$ cat src/rtl/yutorina_id_stage_pkg.sv
// Shared ISA encodings and the decoded control bundle for the Yutorina ID stage.
// Holds the opcode, ALU-op, mem-op and exception encodings and the forwarding mux.
// Ports: none (package).
package yutorina_id_stage_pkg;

  localparam int WORD_ADDR_W = 30;
  localparam int WORD_DATA_W = 32;
  localparam int REG_ADDR_W  = 5;

  // Link register written by CALL.
  localparam logic [REG_ADDR_W-1:0] REG_LINK = 5'd31;

  localparam logic [5:0] OP_ANDR  = 6'h00;
  localparam logic [5:0] OP_ANDI  = 6'h01;
  localparam logic [5:0] OP_ORR   = 6'h02;
  localparam logic [5:0] OP_ORI   = 6'h03;
  localparam logic [5:0] OP_XORR  = 6'h04;
  localparam logic [5:0] OP_XORI  = 6'h05;
  localparam logic [5:0] OP_ADDSR = 6'h06;
  localparam logic [5:0] OP_ADDSI = 6'h07;
  localparam logic [5:0] OP_ADDUR = 6'h08;
  localparam logic [5:0] OP_ADDUI = 6'h09;
  localparam logic [5:0] OP_SUBSR = 6'h0A;
  localparam logic [5:0] OP_SUBUR = 6'h0B;
  localparam logic [5:0] OP_SHRLR = 6'h0C;
  localparam logic [5:0] OP_SHRLI = 6'h0D;
  localparam logic [5:0] OP_SHLLR = 6'h0E;
  localparam logic [5:0] OP_SHLLI = 6'h0F;
  localparam logic [5:0] OP_BE    = 6'h10;
  localparam logic [5:0] OP_BNE   = 6'h11;
  localparam logic [5:0] OP_BSGT  = 6'h12;
  localparam logic [5:0] OP_BUGT  = 6'h13;
  localparam logic [5:0] OP_JMP   = 6'h14;
  localparam logic [5:0] OP_CALL  = 6'h15;
  localparam logic [5:0] OP_LDW   = 6'h16;
  localparam logic [5:0] OP_STW   = 6'h17;
  localparam logic [5:0] OP_TRAP  = 6'h18;

  // ALU_NOP passes alu_in_0 through unchanged.
  typedef enum logic [3:0] {
    ALU_NOP  = 4'd0,
    ALU_AND  = 4'd1,
    ALU_OR   = 4'd2,
    ALU_XOR  = 4'd3,
    ALU_ADDS = 4'd4,
    ALU_ADDU = 4'd5,
    ALU_SUBS = 4'd6,
    ALU_SUBU = 4'd7,
    ALU_SHRL = 4'd8,
    ALU_SHLL = 4'd9
  } alu_op_e;

  typedef enum logic [1:0] {
    MEM_NOP = 2'd0,
    MEM_LDW = 2'd1,
    MEM_STW = 2'd2
  } mem_op_e;

  typedef enum logic [2:0] {
    EXP_NONE  = 3'd0,
    EXP_UNDEF = 3'd1,
    EXP_TRAP  = 3'd2
  } exp_code_e;

  typedef struct packed {
    alu_op_e                alu_op;
    logic [WORD_DATA_W-1:0] alu_in_0;
    logic [WORD_DATA_W-1:0] alu_in_1;
    logic                   br_flag;
    mem_op_e                mem_op;
    logic [WORD_DATA_W-1:0] mem_wr_data;
    logic [REG_ADDR_W-1:0]  dst_addr;
    logic                   gpr_we_;
    exp_code_e              exp_code;
  } ctrl_t;

  localparam ctrl_t CTRL_RST = '{
    alu_op:      ALU_NOP,
    alu_in_0:    '0,
    alu_in_1:    '0,
    br_flag:     1'b0,
    mem_op:      MEM_NOP,
    mem_wr_data: '0,
    dst_addr:    '0,
    gpr_we_:     1'b1,
    exp_code:    EXP_NONE
  };

  // Operand source select: youngest in-flight producer wins, then the register file.
  function automatic logic [WORD_DATA_W-1:0] fwd_sel(
    input logic [REG_ADDR_W-1:0]  addr,
    input logic                   ex_en_,
    input logic                   ex_we_,
    input logic [REG_ADDR_W-1:0]  ex_dst,
    input logic [WORD_DATA_W-1:0] ex_data,
    input logic                   mem_en_,
    input logic                   mem_we_,
    input logic [REG_ADDR_W-1:0]  mem_dst,
    input logic [WORD_DATA_W-1:0] mem_data,
    input logic [WORD_DATA_W-1:0] rf_data
  );
    if (!ex_en_ && !ex_we_ && (ex_dst == addr))
      return ex_data;
    else if (!mem_en_ && !mem_we_ && (mem_dst == addr))
      return mem_data;
    else
      return rf_data;
  endfunction

endpackage

$ cat src/rtl/yutorina_id_stage_decoder.sv
// Combinational decode: field split, EX/MEM forwarding, branch resolve, load-use detect.
// Ports: instruction/pc in, register-file addresses/data, forwarding taps; ctrl bundle,
// br_taken/br_addr and ld_hazard out. Zero latency, no state.
module yutorina_decoder
  import yutorina_id_stage_pkg::*;
(
  input  logic [WORD_ADDR_W-1:0] if_pc,
  input  logic [WORD_DATA_W-1:0] if_insn,
  input  logic                   if_en_,
  output logic [REG_ADDR_W-1:0]  gpr_rd_addr_0,
  output logic [REG_ADDR_W-1:0]  gpr_rd_addr_1,
  input  logic [WORD_DATA_W-1:0] gpr_rd_data_0,
  input  logic [WORD_DATA_W-1:0] gpr_rd_data_1,
  input  logic                   ex_en_,
  input  logic                   ex_gpr_we_,
  input  logic [REG_ADDR_W-1:0]  ex_dst_addr,
  input  logic [WORD_DATA_W-1:0] ex_fwd_data,
  input  logic [1:0]             ex_mem_op,
  input  logic                   mem_en_,
  input  logic                   mem_gpr_we_,
  input  logic [REG_ADDR_W-1:0]  mem_dst_addr,
  input  logic [WORD_DATA_W-1:0] mem_fwd_data,
  output ctrl_t                  dec,
  output logic                   br_taken,
  output logic [WORD_ADDR_W-1:0] br_addr,
  output logic                   ld_hazard
);

  logic [5:0]             op;
  logic [REG_ADDR_W-1:0]  ra_addr, rb_addr;
  logic [15:0]            imm;
  logic [WORD_DATA_W-1:0] ra_data, rb_data, imm_s, imm_z;
  logic                   r_form, i_zext, i_sext, ra_used, rb_used, br_cond;

  assign op      = if_insn[31:26];
  assign ra_addr = if_insn[25:21];
  assign rb_addr = if_insn[20:16];
  assign imm     = if_insn[15:0];
  assign imm_s   = {{16{imm[15]}}, imm};
  assign imm_z   = {16'h0000, imm};

  assign gpr_rd_addr_0 = ra_addr;
  assign gpr_rd_addr_1 = rb_addr;

  assign ra_data = fwd_sel(ra_addr, ex_en_, ex_gpr_we_, ex_dst_addr, ex_fwd_data,
                           mem_en_, mem_gpr_we_, mem_dst_addr, mem_fwd_data, gpr_rd_data_0);
  assign rb_data = fwd_sel(rb_addr, ex_en_, ex_gpr_we_, ex_dst_addr, ex_fwd_data,
                           mem_en_, mem_gpr_we_, mem_dst_addr, mem_fwd_data, gpr_rd_data_1);

  always_comb begin
    dec          = CTRL_RST;
    dec.alu_in_0 = ra_data;
    dec.dst_addr = rb_addr;
    r_form       = 1'b0;
    i_zext       = 1'b0;
    i_sext       = 1'b0;
    ra_used      = 1'b0;
    rb_used      = 1'b0;
    br_cond      = 1'b0;
    // PC-relative target; the 30-bit add wraps naturally.
    br_addr      = if_pc + imm_s[WORD_ADDR_W-1:0];

    case (op)
      OP_ANDR:  begin dec.alu_op = ALU_AND;  r_form = 1'b1; end
      OP_ANDI:  begin dec.alu_op = ALU_AND;  i_zext = 1'b1; end
      OP_ORR:   begin dec.alu_op = ALU_OR;   r_form = 1'b1; end
      OP_ORI:   begin dec.alu_op = ALU_OR;   i_zext = 1'b1; end
      OP_XORR:  begin dec.alu_op = ALU_XOR;  r_form = 1'b1; end
      OP_XORI:  begin dec.alu_op = ALU_XOR;  i_zext = 1'b1; end
      OP_ADDSR: begin dec.alu_op = ALU_ADDS; r_form = 1'b1; end
      OP_ADDSI: begin dec.alu_op = ALU_ADDS; i_sext = 1'b1; end
      OP_ADDUR: begin dec.alu_op = ALU_ADDU; r_form = 1'b1; end
      OP_ADDUI: begin dec.alu_op = ALU_ADDU; i_zext = 1'b1; end
      OP_SUBSR: begin dec.alu_op = ALU_SUBS; r_form = 1'b1; end
      OP_SUBUR: begin dec.alu_op = ALU_SUBU; r_form = 1'b1; end
      OP_SHRLR: begin dec.alu_op = ALU_SHRL; r_form = 1'b1; end
      OP_SHRLI: begin dec.alu_op = ALU_SHRL; i_zext = 1'b1; end
      OP_SHLLR: begin dec.alu_op = ALU_SHLL; r_form = 1'b1; end
      OP_SHLLI: begin dec.alu_op = ALU_SHLL; i_zext = 1'b1; end
      OP_BE, OP_BNE, OP_BSGT, OP_BUGT: begin
        dec.br_flag  = 1'b1;
        dec.alu_in_1 = rb_data;
        ra_used      = 1'b1;
        rb_used      = 1'b1;
        case (op)
          OP_BE:   br_cond = (ra_data == rb_data);
          OP_BNE:  br_cond = (ra_data != rb_data);
          OP_BSGT: br_cond = ($signed(ra_data) > $signed(rb_data));
          default: br_cond = (ra_data > rb_data);
        endcase
      end
      OP_JMP, OP_CALL: begin
        dec.br_flag = 1'b1;
        ra_used     = 1'b1;
        br_cond     = 1'b1;
        br_addr     = ra_data[WORD_DATA_W-1:2];
        if (op == OP_CALL) begin
          // Return address rides through the ALU as a pass-through operand.
          dec.alu_in_0 = {if_pc, 2'b00};
          dec.dst_addr = REG_LINK;
          dec.gpr_we_  = 1'b0;
        end
      end
      OP_LDW, OP_STW: begin
        dec.alu_op   = ALU_ADDU;
        dec.alu_in_1 = imm_s;
        ra_used      = 1'b1;
        if (op == OP_LDW) begin
          dec.mem_op  = MEM_LDW;
          dec.gpr_we_ = 1'b0;
        end else begin
          dec.mem_op      = MEM_STW;
          dec.mem_wr_data = rb_data;
          rb_used         = 1'b1;
        end
      end
      OP_TRAP: dec.exp_code = EXP_TRAP;
      default: dec.exp_code = EXP_UNDEF;
    endcase

    if (r_form) begin
      dec.alu_in_1 = rb_data;
      dec.dst_addr = imm[15:11];
      dec.gpr_we_  = 1'b0;
      ra_used      = 1'b1;
      rb_used      = 1'b1;
    end
    if (i_zext || i_sext) begin
      dec.alu_in_1 = i_sext ? imm_s : imm_z;
      dec.gpr_we_  = 1'b0;
      ra_used      = 1'b1;
    end
  end

  // Only registers the instruction really reads can create a load-use hazard.
  assign ld_hazard = !ex_en_ && (ex_mem_op == MEM_LDW) &&
                     ((ra_used && (ex_dst_addr == ra_addr)) ||
                      (rb_used && (ex_dst_addr == rb_addr)));

  assign br_taken = br_cond && !if_en_ && !ld_hazard;

endmodule

$ cat src/rtl/yutorina_id_stage.sv
// Yutorina decode stage: combinational decode/branch resolve feeding the ID/EX register.
// Ports: fetch inputs, register-file read port, EX/MEM forwarding taps, branch/hazard
// outputs to fetch/controller, and the registered id_* control bundle (1-cycle latency).
module yutorina_id_stage
  import yutorina_id_stage_pkg::*;
(
  input  logic                   clk,
  input  logic                   rst,
  input  logic                   stall,
  input  logic                   flush,
  input  logic [WORD_ADDR_W-1:0] if_pc,
  input  logic [WORD_DATA_W-1:0] if_insn,
  input  logic                   if_en_,
  output logic [REG_ADDR_W-1:0]  gpr_rd_addr_0,
  output logic [REG_ADDR_W-1:0]  gpr_rd_addr_1,
  input  logic [WORD_DATA_W-1:0] gpr_rd_data_0,
  input  logic [WORD_DATA_W-1:0] gpr_rd_data_1,
  input  logic                   ex_en_,
  input  logic                   ex_gpr_we_,
  input  logic [REG_ADDR_W-1:0]  ex_dst_addr,
  input  logic [WORD_DATA_W-1:0] ex_fwd_data,
  input  logic [1:0]             ex_mem_op,
  input  logic                   mem_en_,
  input  logic                   mem_gpr_we_,
  input  logic [REG_ADDR_W-1:0]  mem_dst_addr,
  input  logic [WORD_DATA_W-1:0] mem_fwd_data,
  output logic                   br_taken,
  output logic [WORD_ADDR_W-1:0] br_addr,
  output logic                   ld_hazard,
  output logic [WORD_ADDR_W-1:0] id_pc,
  output logic                   id_en_,
  output logic [3:0]             id_alu_op,
  output logic [WORD_DATA_W-1:0] id_alu_in_0,
  output logic [WORD_DATA_W-1:0] id_alu_in_1,
  output logic                   id_br_flag,
  output logic [1:0]             id_mem_op,
  output logic [WORD_DATA_W-1:0] id_mem_wr_data,
  output logic [REG_ADDR_W-1:0]  id_dst_addr,
  output logic                   id_gpr_we_,
  output logic [2:0]             id_exp_code
);

  ctrl_t dec, id_q;

  yutorina_decoder u_decoder (
    .if_pc         (if_pc),
    .if_insn       (if_insn),
    .if_en_        (if_en_),
    .gpr_rd_addr_0 (gpr_rd_addr_0),
    .gpr_rd_addr_1 (gpr_rd_addr_1),
    .gpr_rd_data_0 (gpr_rd_data_0),
    .gpr_rd_data_1 (gpr_rd_data_1),
    .ex_en_        (ex_en_),
    .ex_gpr_we_    (ex_gpr_we_),
    .ex_dst_addr   (ex_dst_addr),
    .ex_fwd_data   (ex_fwd_data),
    .ex_mem_op     (ex_mem_op),
    .mem_en_       (mem_en_),
    .mem_gpr_we_   (mem_gpr_we_),
    .mem_dst_addr  (mem_dst_addr),
    .mem_fwd_data  (mem_fwd_data),
    .dec           (dec),
    .br_taken      (br_taken),
    .br_addr       (br_addr),
    .ld_hazard     (ld_hazard)
  );

  always_ff @(posedge clk or negedge rst) begin
    if (!rst) begin
      id_pc  <= '0;
      id_en_ <= 1'b1;
      id_q   <= CTRL_RST;
    end else if (stall) begin
      id_pc  <= id_pc;
      id_en_ <= id_en_;
      id_q   <= id_q;
    end else if (flush) begin
      id_pc  <= if_pc;
      id_en_ <= 1'b1;
      id_q   <= CTRL_RST;
    end else if (ld_hazard) begin
      // Bubble: the same instruction comes back once the load has resolved.
      id_pc           <= if_pc;
      id_en_          <= 1'b1;
      id_q            <= dec;
      id_q.gpr_we_    <= 1'b1;
      id_q.mem_op     <= MEM_NOP;
      id_q.exp_code   <= EXP_NONE;
    end else begin
      id_pc  <= if_pc;
      id_en_ <= if_en_;
      id_q   <= dec;
      if (if_en_) begin
        id_q.gpr_we_ <= 1'b1;
        id_q.mem_op  <= MEM_NOP;
      end
    end
  end

  assign id_alu_op      = id_q.alu_op;
  assign id_alu_in_0    = id_q.alu_in_0;
  assign id_alu_in_1    = id_q.alu_in_1;
  assign id_br_flag     = id_q.br_flag;
  assign id_mem_op      = id_q.mem_op;
  assign id_mem_wr_data = id_q.mem_wr_data;
  assign id_dst_addr    = id_q.dst_addr;
  assign id_gpr_we_     = id_q.gpr_we_;
  assign id_exp_code    = id_q.exp_code;

endmodule

$ cat config.mk
export PLATFORM = sky130hd
export DESIGN_NAME = yutorina_id_stage
export DESIGN_NICKNAME = d
export VERILOG_FILES = /design/src/rtl/yutorina_id_stage_pkg.sv /design/src/rtl/yutorina_id_stage_decoder.sv /design/src/rtl/yutorina_id_stage.sv
export SDC_FILE = /design/constraint.sdc
export NUM_CORES = 1
export LEC_CHECK = 0
export CAP_MARGIN = 20
export CORE_MARGIN = 2
export CORE_UTILIZATION = 45
export DETAILED_ROUTE_END_ITERATION = 16
export PLACE_DENSITY = 0.82
export SLEW_MARGIN = 10
export SYNTH_ARGS = -nofsm -noshare
export SYNTH_HDL_FRONTEND = slang
export SYNTH_SLANG_ARGS = --single-unit
$ cat constraint.sdc
create_clock -name clk -period 6 [get_ports clk]
set_clock_uncertainty 0.2 [all_clocks]
set_input_delay 1.2 -clock clk [delete_from_list [all_inputs] [get_ports clk]]
set_output_delay 1.2 -clock clk [all_outputs]
set_load 0.005 [all_outputs]
Figure 1. Cell outlines without signal wires (run 1).
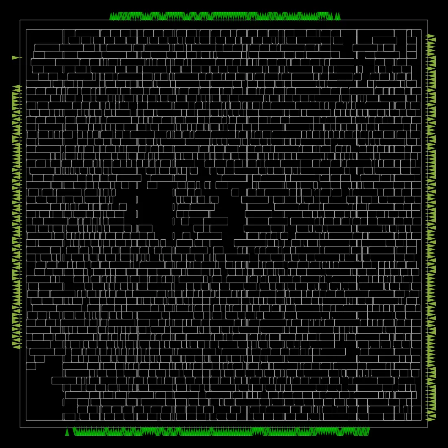
fillers: 1389
num sequential: 142
non-filler cells, final: 1984

Figure 2. Where the registers sit (run 1).
Other sequential cells in the stronger grey, the rest of the logic in the fainter grey.
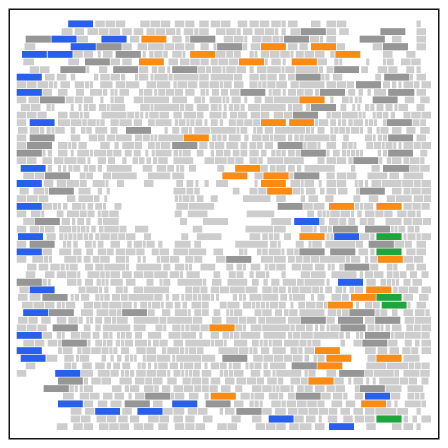
id_pc -> blue  # flops 30, where spread over the die
id_mem_wr_data -> orange  # flops 32
id_dst_addr -> green  # flops 5
sequential share of cell area: 20.9%
Seq. pwr: 1050 uW
post-layout util: 78.0%
Flop area: 0.00356 sq mm

Figure 3. Clock network drawn from the DEF (run 1).
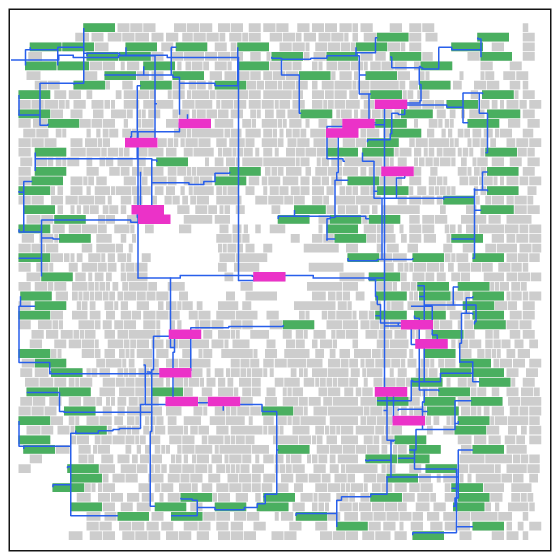
flip-flops -> green  # count 142
clock wires -> blue  # length 2210 um
clock-net drivers -> magenta  # count 17
flops lie = spread over the die
routed clock nets = 18
later-pin clock latency in the skew report: 0.43 ns
Clk pwr share: 35.3%
clk pwr: 1160 uW

==> metrics.cfg, run 1 <==
[power_and_ir_drop]
maxPowerGroup = clock
p_leak_uw = 0.00753
p_comb_share_pct = 32.9
swShare_pct = 31.0
powerComb_uw = 1080

[detailed_routing]
vias = 11895
first_pass_iters = 6

[layout]
comb.multi_input.count = 897
syn_to_final_growth_pct = 69.8
clkbuf_count = 19
largest_cell_class = combinational gates
fin_nets = 1957

[worst_setup_path]
worstSetupPathType = in -> out
rrSetupSlack_ns = 5.00
crit_chain = clkbuf_2 -> xnor2_2 -> nand4_1 -> nor4_4 -> buf_6 -> buf_6 -> clkbuf_16 -> buf_4 -> mux2i_1 -> a21oi_1 -> inv_1 -> ha_1 -> o21ai_0 -> nand2b_1 -> a21oi_1 -> o21ai_1 -> nor2_1 -> o21ai_1 -> o211ai_1 -> a31oi_2 -> buf_2
setup.worst_path.end = br_taken
cp_slowest_stage_delay_ns = 0.42
required_ns = 4.60

[hold_path]
hp-class = reg -> reg

[logic_synthesis]
top_logic_kind = AND-OR/OR-AND gates
synthFlopType = dfrtp_1
yosys.area_share.xor_xnor_pct = 4.02
ys_types = 60

[global_routing]
grt-ovfl-total = 0
track_usage_pct = 37.5
first_global_vias = 11553

[die]
io_pins = 396

[final_timing]
setup_violations = 1
fin_ws_ns = -0.105
fmax_ghz = 0.164

[status]
violations = setup timing
status = finished with violations

-- run 1: synthesized netlist by cell type (3+ instances only) --
library cell  count
or2_2             3
o21a_1            7
o21ai_0         101
a21o_1           16
clkbuf_1         54
buf_4            11
nand2b_1          8
nor2_1          106
mux2i_1          96
a211oi_1          5
a32o_1            3
mux2_2           29
xor2_1           20
nand4_1           5
nor2b_1           5
ha_1             61
o22ai_1           6
or3_1             5
buf_2             7
nand2_1         132
a31oi_1           5
nor3_1           13
a22oi_1          18
nand3_1          16
a211o_1           3
and3_1            3
xnor2_1          26
inv_1            43
a21oi_1         130
o31ai_1           7
o21bai_1          3
a22o_1           33
dfrtp_1         140
-- run 1: layer usage --
layer	wire length (um)	track usage, %
met2	22100	61.4
met4	2720	19.0
met3	4980	8.96
met1	17300	46.3
met5	0	0
Figure 4. Met4 routing (run 1).
Bar = 50 um. Supply wires on this layer in grey.
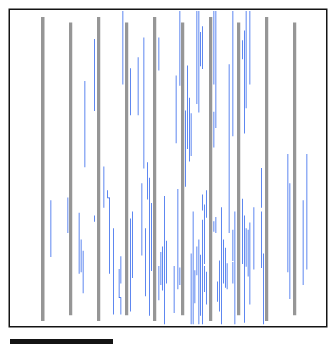

==> run 1 -> run 2 <==
- CORE_AREA: default -> 2 2 156 158
- CORE_MARGIN: 2 -> default
- CORE_UTILIZATION: 45 -> default
- CTS_BUF_LIST: default -> sky130_fd_sc_hd__clkbuf_2 sky130_fd_sc_hd__clkbuf_4 sky130_fd_sc_hd__clkbuf_8
- DIE_AREA: default -> 0 0 158 160
- PLACE_DENSITY: 0.82 -> 0.79
Figure 5. Met4 routing (run 2).
Bar = 50 um. Supply wires on this layer in grey.
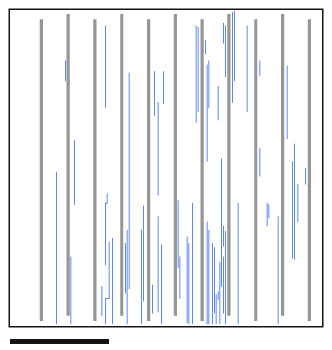
wire length on this layer = 2050 um
main direction = vertical
share of all routed wire = 4.5%
WL final: 46100 um
vias: 11395

==> run 2 against run 1 <==
Net effect: the run still ends with setup timing left; via count is 4.2% lower; core utilization is 8.2 points lower; non-clock buffer count down 10; clock power decreased by 26%; sequential share of layout area rose by 0.51 points; fmax fell by 0.10%; power down 9.7%; critical endpoint unchanged.
==> metrics.cfg, run 2 <==
[final_timing]
fmax_ghz = 0.164
fin_ws_ns = -0.111
setup_violations = 1

[logic_synthesis]
ys_types = 60
yosys.area_share.xor_xnor_pct = 4.02
top_logic_kind = AND-OR/OR-AND gates
synthFlopType = dfrtp_1

[detailed_routing]
dr_wl_met2_um = 21900
first_pass_iters = 7
dr_wl_met3_um = 4320
dr.max_layer_used = met4

[layout]
fin_nets = 1947
syn_to_final_growth_pct = 65.8
final-seq-area_sq_mm = 0.00356
stdcell_count = 2014

[status]
violations = setup timing
status = finished with violations

[worst_setup_path]
cp_slowest_stage_delay_ns = 0.28
required_ns = 4.60
setup.worst_path.end = br_taken
worstSetupPathType = in -> out
rrSetupSlack_ns = 5.01

[global_routing]
first_global_vias = 11490
track_usage_pct = 36.0
gr-usage-met3_pct = 8.39
grt-ovfl-total = 0

[clock_tree]
clock_latency_ns = 0.47

[hold_path]
min_from = id_en_
hp-class = reg -> reg

[die]
io_pins = 396

[power_and_ir_drop]
p_leak_uw = 0.00737

Figure 6. Cell outlines without signal wires (run 2).
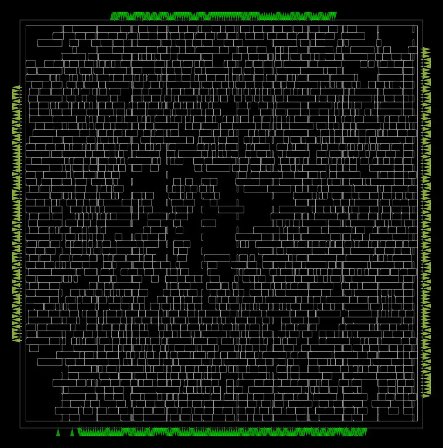
fillers: 1927
post-layout util: 69.8%

[run 2: cell count changes in the layout (fill, tap and decap cells not counted), sizes merged, moves of 3 or more]
cell          change
dlygate4sd2      +14
diode             -4
dlymetal6s2s      +3
clkbuf           -12
buf              -13
[run 2: area by class of cell]
cell class / instances / area share, %
Timing Repair Buffer: 573 / 33.5
Multi-Input combinational cell: 897 / 39.2
Clock inverter: 13 / 0.911
Clock buffer: 19 / 1.57
Sequential cell: 142 / 21.4
Antenna cell: 3 / 0.0452
Tap cell: 324 / 2.44
Inverter: 43 / 0.971
[run 2: power by group]
part | internal, uW | total [uW] | leakage [uW] | switching (uW)
logic | 573 | 1060 | 0.00530 | 488
clock network | 402 | 860 | 0.000202 | 458
registers | 1010 | 1050 | 0.00186 | 33.3
total | 1990 | 2970 | 0.00737 | 979
Power and IR drop assume default switching activity.
